**config.mk**
```make
export PLATFORM = sky130hd
export DESIGN_NAME = quickq_stage_ctrl
export DESIGN_NICKNAME = d
export VERILOG_FILES = /design/src/rtl/quickq_pkg.sv /design/src/rtl/quickq_stage_ctrl.sv
export SDC_FILE = /design/constraint.sdc
export NUM_CORES = 1
export LEC_CHECK = 0
export CAP_MARGIN = 5
export CORE_AREA = 2 2 119 121
export CTS_CLUSTER_DIAMETER = 40
export CTS_CLUSTER_SIZE = 40
export DETAILED_ROUTE_END_ITERATION = 16
export DIE_AREA = 0 0 121 123
export PLACE_DENSITY = 0.71
export SYNTH_ARGS = -nofsm -noshare
export SYNTH_HDL_FRONTEND = slang
export SYNTH_SLANG_ARGS = --single-unit
```
**constraint.sdc**
```tcl
create_clock -name clk -period 2.5 [get_ports clk]
set_input_delay 0.5 -clock clk [delete_from_list [all_inputs] [get_ports clk]]
set_output_delay 0.5 -clock clk [all_outputs]
set_load 0.05 [all_outputs]
```
**src/rtl/quickq_pkg.sv**
```systemverilog
// ----------------------------------------------------------------------------
// quickq_pkg
// Shared definitions for the QuickQ sorted-array stage controller:
//   qq_ctrl_state_t : walk sequencer states
//   QQ_MODE_*       : valueRouter mode encodings
//   QQ_EMPTY_VAL    : sentinel marking an unoccupied slot
// ----------------------------------------------------------------------------
package quickq_pkg;

    typedef enum logic [2:0] {
        IDLE = 3'd0,
        RD   = 3'd1,
        CMP  = 3'd2,
        BUMP = 3'd3,
        PUSH = 3'd4
    } qq_ctrl_state_t;

    localparam logic [1:0]  QQ_MODE_CMP  = 2'b00;
    localparam logic [1:0]  QQ_MODE_BUMP = 2'b01;

    localparam logic [31:0] QQ_EMPTY_VAL = 32'hFFFF_FFFF;

endpackage

```
**src/rtl/quickq_stage_ctrl.sv**
```systemverilog
// ----------------------------------------------------------------------------
// quickq_stage_ctrl
// Sequencer for one QuickQ sorted-array stage. An accepted value is carried
// through a read/compare/write-back walk over the occupied BRAM entries using
// the external valueRouter (min stays in the slot, max is carried on). At the
// end of the walk the carried value is either appended (count bump) or, when
// the stage is full, the displaced largest value is offered downstream.
//
// Ports:
//   clk, rst_n            stage clock, asynchronous active-low reset
//   in_valid/in_data/
//   in_ready              upstream value handshake
//   out_valid/out_data/
//   out_ready             displaced value handshake to downstream stage
//   clr                   empty-stage command, honoured only in IDLE
//   bram_*                single-port BRAM interface (1-cycle read latency)
//   rt_*                  valueRouter interface
//   count                 occupied entries
//   busy                  high whenever not IDLE
// ----------------------------------------------------------------------------
module quickq_stage_ctrl
    import quickq_pkg::*;
#(
    parameter int                DATA_W     = 32,
    parameter int                ARRAY_SIZE = 5,
    parameter int                ADDR_W     = 8,
    parameter logic [DATA_W-1:0] EMPTY_VAL  = QQ_EMPTY_VAL
) (
    input  logic              clk,
    input  logic              rst_n,

    input  logic              in_valid,
    input  logic [DATA_W-1:0] in_data,
    output logic              in_ready,

    output logic              out_valid,
    output logic [DATA_W-1:0] out_data,
    input  logic              out_ready,

    input  logic              clr,

    output logic              bram_en,
    output logic              bram_we,
    output logic [ADDR_W-1:0] bram_addr,
    output logic [DATA_W-1:0] bram_wdata,
    input  logic [DATA_W-1:0] bram_rdata,

    output logic [DATA_W-1:0] rt_bram_out,
    output logic [DATA_W-1:0] rt_reg_out,
    output logic [1:0]        rt_mode,
    output logic [7:0]        rt_array_size,
    output logic [7:0]        rt_array_cnt_in,
    input  logic [DATA_W-1:0] rt_bram_insert,
    input  logic [DATA_W-1:0] rt_to_register,
    input  logic [7:0]        rt_array_cnt_out,
    input  logic              rt_full,

    output logic [7:0]        count,
    output logic              busy
);

    localparam logic [7:0] SIZE_U8  = 8'(ARRAY_SIZE);
    localparam logic [7:0] LAST_IDX = 8'(ARRAY_SIZE - 1);

    // ------------------------------------------------------------------
    // State
    // ------------------------------------------------------------------
    qq_ctrl_state_t    state_q,     state_d;
    logic [7:0]        count_q,     count_d;
    logic [DATA_W-1:0] carry_q,     carry_d;
    logic [7:0]        idx_q,       idx_d;
    logic              out_valid_q, out_valid_d;
    logic [1:0]        rt_mode_q,   rt_mode_d;
    logic              bram_en_q,   bram_en_d;
    logic              bram_we_q,   bram_we_d;
    logic [ADDR_W-1:0] bram_addr_q, bram_addr_d;

    logic              full;

    assign full = (count_q == SIZE_U8);

    // ------------------------------------------------------------------
    // Next-state logic
    // ------------------------------------------------------------------
    always_comb begin
        state_d     = state_q;
        count_d     = count_q;
        carry_d     = carry_q;
        idx_d       = idx_q;
        out_valid_d = out_valid_q;

        case (state_q)
            IDLE: begin
                if (clr) begin
                    // clr takes priority; in_ready is low so nothing is accepted
                    count_d = '0;
                end else if (in_valid && (in_data != EMPTY_VAL)) begin
                    // A sentinel value is accepted but dropped: it would
                    // otherwise be indistinguishable from an empty slot.
                    carry_d = in_data;
                    idx_d   = '0;
                    state_d = RD;
                end
            end

            RD: begin
                state_d = CMP;
            end

            CMP: begin
                carry_d = rt_to_register;
                if (!full && (idx_q == count_q)) begin
                    // Just wrote the carried value into the first free slot
                    state_d = BUMP;
                end else if (full && (idx_q == LAST_IDX)) begin
                    // Every slot visited; the carry is now the displaced max
                    state_d     = PUSH;
                    out_valid_d = 1'b1;
                end else begin
                    idx_d   = idx_q + 8'd1;
                    state_d = RD;
                end
            end

            BUMP: begin
                count_d = rt_array_cnt_out;
                carry_d = EMPTY_VAL;
                state_d = IDLE;
            end

            PUSH: begin
                if (out_ready) begin
                    out_valid_d = 1'b0;
                    carry_d     = EMPTY_VAL;
                    state_d     = IDLE;
                end
            end

            default: begin
                state_d = IDLE;
            end
        endcase

        // Outputs are registered from the upcoming state so they line up
        // with the state they belong to without a decode stage.
        bram_en_d   = (state_d == RD) || (state_d == CMP);
        bram_we_d   = (state_d == CMP);
        bram_addr_d = ADDR_W'(idx_d);
        rt_mode_d   = (state_d == BUMP) ? QQ_MODE_BUMP : QQ_MODE_CMP;
    end

    // ------------------------------------------------------------------
    // Registers
    // ------------------------------------------------------------------
    always_ff @(posedge clk or negedge rst_n) begin
        if (!rst_n) begin
            state_q     <= IDLE;
            count_q     <= '0;
            carry_q     <= EMPTY_VAL;
            idx_q       <= '0;
            out_valid_q <= 1'b0;
            rt_mode_q   <= QQ_MODE_CMP;
            bram_en_q   <= 1'b0;
            bram_we_q   <= 1'b0;
            bram_addr_q <= '0;
        end else begin
            state_q     <= state_d;
            count_q     <= count_d;
            carry_q     <= carry_d;
            idx_q       <= idx_d;
            out_valid_q <= out_valid_d;
            rt_mode_q   <= rt_mode_d;
            bram_en_q   <= bram_en_d;
            bram_we_q   <= bram_we_d;
            bram_addr_q <= bram_addr_d;
        end
    end

    // ------------------------------------------------------------------
    // Output mapping
    // ------------------------------------------------------------------
    assign in_ready  = (state_q == IDLE) && !clr;
    assign busy      = (state_q != IDLE);
    assign count     = count_q;

    // carry_q only changes on the PUSH handshake, so out_data is stable
    // for the whole time out_valid is held against a stalled downstream.
    assign out_valid = out_valid_q;
    assign out_data  = carry_q;

    assign bram_en    = bram_en_q;
    assign bram_we    = bram_we_q;
    assign bram_addr  = bram_addr_q;
    // Write data comes straight from the router: it is only meaningful in
    // CMP, the single state in which bram_we is asserted.
    assign bram_wdata = rt_bram_insert;

    assign rt_reg_out      = carry_q;
    assign rt_mode         = rt_mode_q;
    assign rt_array_size   = SIZE_U8;
    assign rt_array_cnt_in = count_q;

    // The slot at idx==count has never been written since the last clear
    // (or holds a stale value), so present it as empty to the router.
    always_comb begin
        rt_bram_out = EMPTY_VAL;
        if ((state_q == CMP) && (idx_q != count_q)) begin
            rt_bram_out = bram_rdata;
        end
    end

    // ------------------------------------------------------------------
    // Assertions
    // ------------------------------------------------------------------
    a_full_agrees : assert property (
        @(posedge clk) disable iff (!rst_n)
        ((state_q == CMP) || (state_q == BUMP)) |-> (rt_full == full)
    );

    a_count_bound : assert property (
        @(posedge clk) disable iff (!rst_n)
        (count_q <= SIZE_U8)
    );

endmodule

```
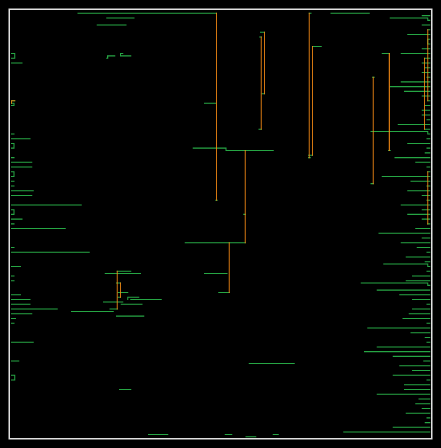
(images/wires.png)
Only two layers are drawn.
green -> metal 3  # wire length 885 um
orange -> metal 4  # wire length 342 um

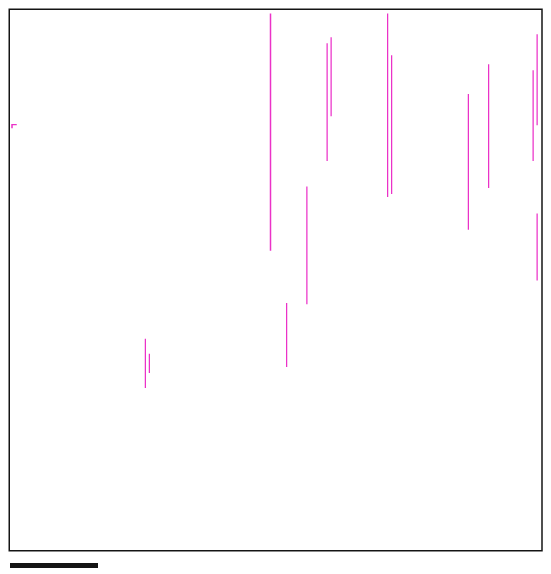
(images/layer_met4.png)
The bar under the picture is 20 um long.
nets with wire on the layer = 14
main direction = vertical
longest straight run = 53.7 um
wire length on this layer = 342 um
routed wire length: 14100 um
routed vias: 3907

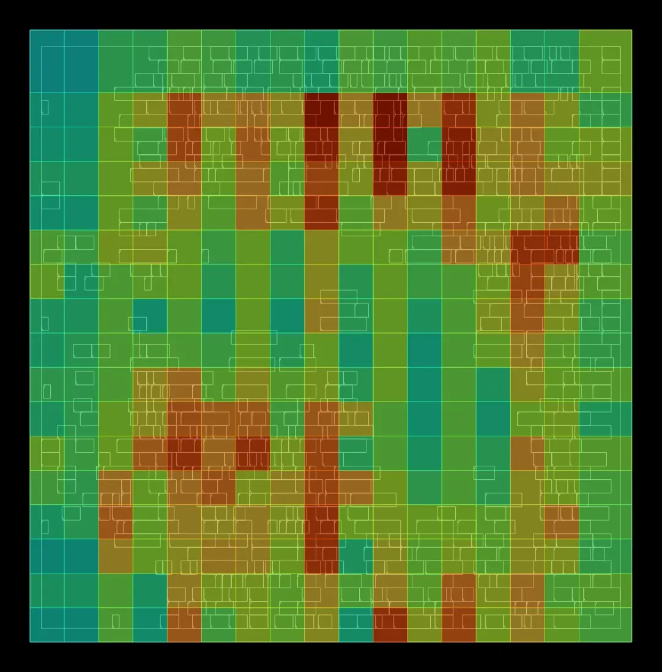
(images/congestion.png)
busiest grt layer: met2
GRT Util Overall: 0.173
utilization after layout: 0.493
met1 Use GR: 0.215
per-cell routed wire length: 17.4 um

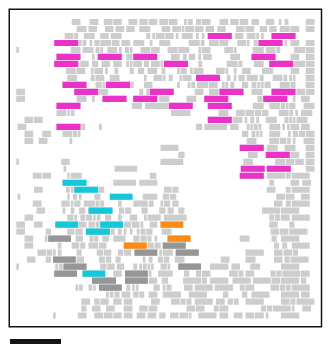
(images/flops_by_reg.png)
The bar under the picture is 20 um long. Other sequential cells in the stronger grey, the rest of the logic in the fainter grey.
orange -> `state_q`  # flops 3
magenta -> `out_data`  # flops 32
cyan -> `bram_addr`  # flops 8
not coloured = 12

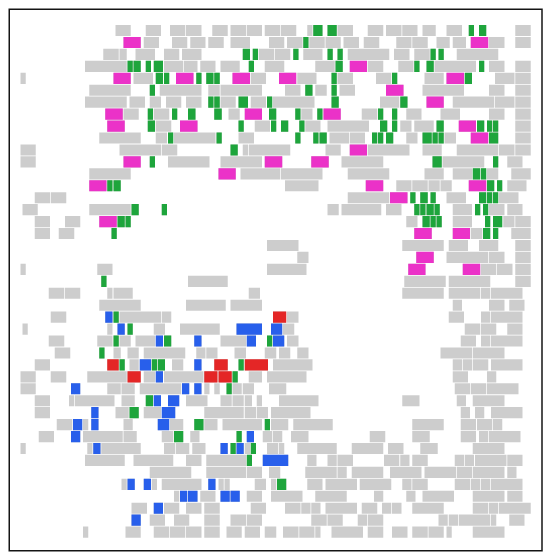
(images/logic_types.png)
green -> nand cells  # cells 127
red -> non-inverting ao/oa cells  # cells 7
blue -> aoi and oai cells  # cells 36
magenta -> mux cells  # cells 32

==> results_dict.tcl <==
# metrics dict for downstream scripts
set metrics [dict create \
    status "completed" \
    r2r_slack_ps 160 \
    cts-buffers-inserted 5 \
    tns_ps 0 \
    final_layout_size_suffix_gt1_frac 0.267 \
    pre_cts_ws_ps -361 \
    syn_avg_cell_area_sq_um 8.61 \
    die_w_um 121 \
    total_power_mw 10.8 \
    worst-path-max-fanout 16 \
    grt_max_degree 37 \
    power_frac_comb 0.757 \
    fp-utilization 0.281 \
    grt_pass1_vias 3901 \
    rr_startpoint "bram_addr[0]" \
    cp.arrival_ps 1930 \
    hold_violations 0 \
    cts_tree "built" \
    path_class "register to primary output" \
    vdd.ir_drop.worst_mv 0.596 \
    yosys_cells 444 \
    clkSinkCount 55 \
    place_congestion 0.804 \
    fin_ws_ps 71.7 \
    vias_per_cell 4.81 \
]
[flip-flops by register name, indices dropped and copies added, names as in the netlist]
| register | cells |
|---|---|
| rt_mode | 1 |
| bram_addr | 8 |
| out_valid | 1 |
| out_data | 32 |
| bram_en | 1 |
| bram_we | 1 |
| state_q | 3 |
| count | 8 |
[logic make-up after synthesis]
| kind of cell | count (synthesis) | share of synthesized area |
|---|---|---|
| buffers and inverters | 111 | 0.191 |
| other | 2 | 0.00197 |
| DFF | 55 | 0.371 |
| and+or+nand+nor | 191 | 0.246 |
| muxes | 32 | 0.0943 |
| adders and majority gates | 2 | 0.00655 |
| AOI/OAI and AO/OA | 43 | 0.0714 |
| xor gates and xnor gates | 8 | 0.0183 |
[critical path, cell delays in order (launching register included)]
cell and delay (ps):
dfrtp_1 510, xnor2_1 190, nand4_1 160, nor2_2 80, buf_6 150, or3_1 370, buf_12 170
[cell usage after synthesis, types with 2 or more instances]
| cell type | number | share of area |
|---|---|---|
| dfrtp_1 | 23 | 0.15 |
| o21a_1 | 2 | 0.0039 |
| inv_1 | 5 | 0.0049 |
| o21ai_0 | 7 | 0.0092 |
| nor4_1 | 5 | 0.0082 |
| nand3_1 | 35 | 0.046 |
| a211oi_1 | 2 | 0.0039 |
| o31ai_1 | 3 | 0.0059 |
| o22ai_1 | 8 | 0.013 |
| nor3_1 | 2 | 0.0026 |
| or4_1 | 3 | 0.0059 |
| a21oi_1 | 13 | 0.017 |
| xnor2_1 | 8 | 0.018 |
| o31a_1 | 2 | 0.0046 |
| nor2_1 | 12 | 0.012 |
| buf_4 | 81 | 0.16 |
| conb_1 | 2 | 0.0020 |
| or3_1 | 35 | 0.057 |
| nand2_1 | 80 | 0.079 |
| mux2_2 | 32 | 0.094 |
| nand4_1 | 11 | 0.018 |
| dfstp_2 | 32 | 0.22 |
| buf_2 | 2 | 0.0026 |
| clkbuf_1 | 22 | 0.022 |
| ha_1 | 2 | 0.0065 |
[layout make-up]
cell class,count,area [sq um]
Clock buffer,7,143
Clock inverter,1,8.76
Fill cell,1252,6910
Inverter,5,18.8
Multi-Input combinational cell,287,1790
Sequential cell,55,1420
Tap cell,180,225
Timing Repair Buffer,277,3100
[routing by layer]
layer,track usage,up-vias,wire length (um)
met5,0,-,0
met4,0.0574,0,342
met3,0.0397,31,885
met2,0.298,175,6970
met1,0.215,1886,5920
li1,-,1815,-
[per-stage QoR]
stage / util / cells / hold WS (ps) / area [sq um]
after floorplan: - / 451 / 204 / 3850
after global placement: 0.466 / 795 / 503 / 6340
after detailed placement: 0.466 / 795 / 522 / 6340
after CTS: 0.480 / 806 / 328 / 6530
after global routing: 0.493 / 812 / 364 / 6710
final: 0.493 / 812 / 306 / 6710
[power by group through the flow]
stage	clock network, mW	registers, mW	logic [mW]
final	0.716	1.90	8.17
after global routing	0.783	1.98	8.57
after CTS	0.741	1.90	7.91
after detailed placement	0	1.90	7.85
after global placement	0	1.88	7.74
after floorplan	0	3.13	4.18
[timing repair]
item                                    4_1_cts  5_1_grt
hold buffers                                  0        0
pin swaps                                     9       15
buffers inserted                              3        2
gates resized                                 9       44
endpoints found under the setup margin       66       36
cloned                                        0        4
